Design dct_sequencer, sky130hd; sources not shown.
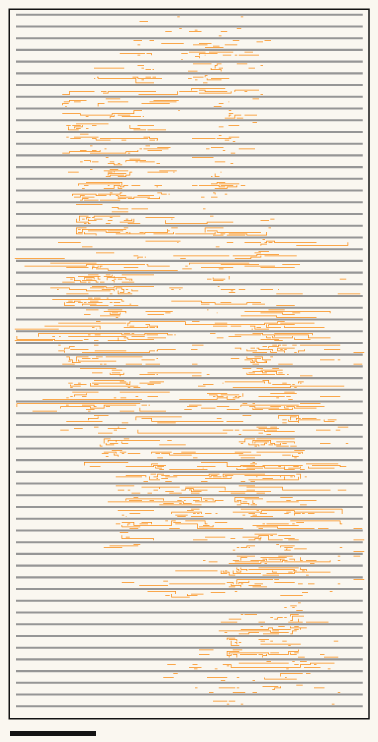
(M1 wires)
Bar = 20 um. Supply wires on this layer in grey.
The layer holds 38% of the routed length. 419 nets have wire on it. The wires run mostly horizontal.
GR Layer Usage met1: 0.143
total wire length: 9480 um
count of vias placed by the detailed router: 3227

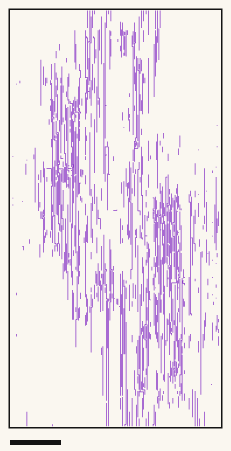
(met2 routing)
Bar = 20 um.
420 nets have wire on it. The layer holds 56% of the routed length.
met2 GRT Util: 0.272

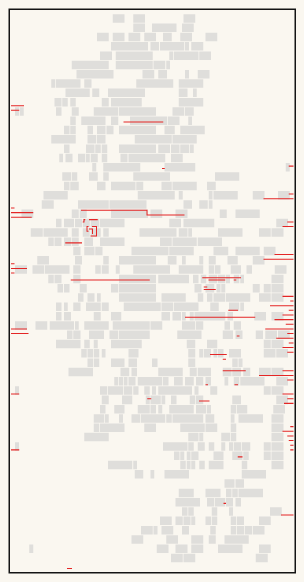
(signal wires on met3)
65 nets have wire on it. The wires run mostly horizontal. The layer holds 3.0% of the routed length. The layer carries 285 um of wire. The longest straight run is 22.8 um.
fraction of met3 tracks used by global routing: 0.0231

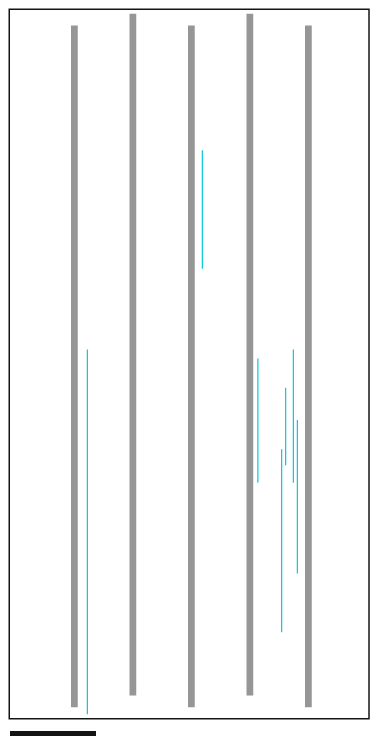
(metal 4)
Bar = 20 um. Supply wires on this layer in grey.
7 nets have wire on it. The layer holds 2.8% of the routed length. The wires run mostly vertical. The longest straight run is 84.3 um. The layer carries 266 um of wire.

==> results.toml <==
# synthesis and place-and-route metrics
[setup_path]
critical_path.top_delay_family = "buffers and inverters"
setup.reg_to_reg.worst_slack_ns = 1.28
worstPathBufferInverterCount = 2

[finish]
seq-cell-share = 0.374
clk_share = 0.0631
largestClassByArea = "sequential cells"

[power]
pwr.group.sequential_mw = 0.985
switching_share = 0.267
top_power_group = "registers"
power.share.combinational = 0.133
power.internal_mw = 1.61

[logic_synthesis]
synth.comb.largest_family = "simple AND/OR/NAND/NOR gates"
synth.yosys.chip_area_um2 = 3950

[floorplan]
row_count = 59

[placed_design]
dp_hpwl_um = 7120

[clocking]
cts.repair_timing.setup_buffer_count = 0
numCtsBuffers = 9
cts.sink_count = 79

[status]
outcome = "finished, final reports clean"

[timing]
worst_slack_ns = 0.453
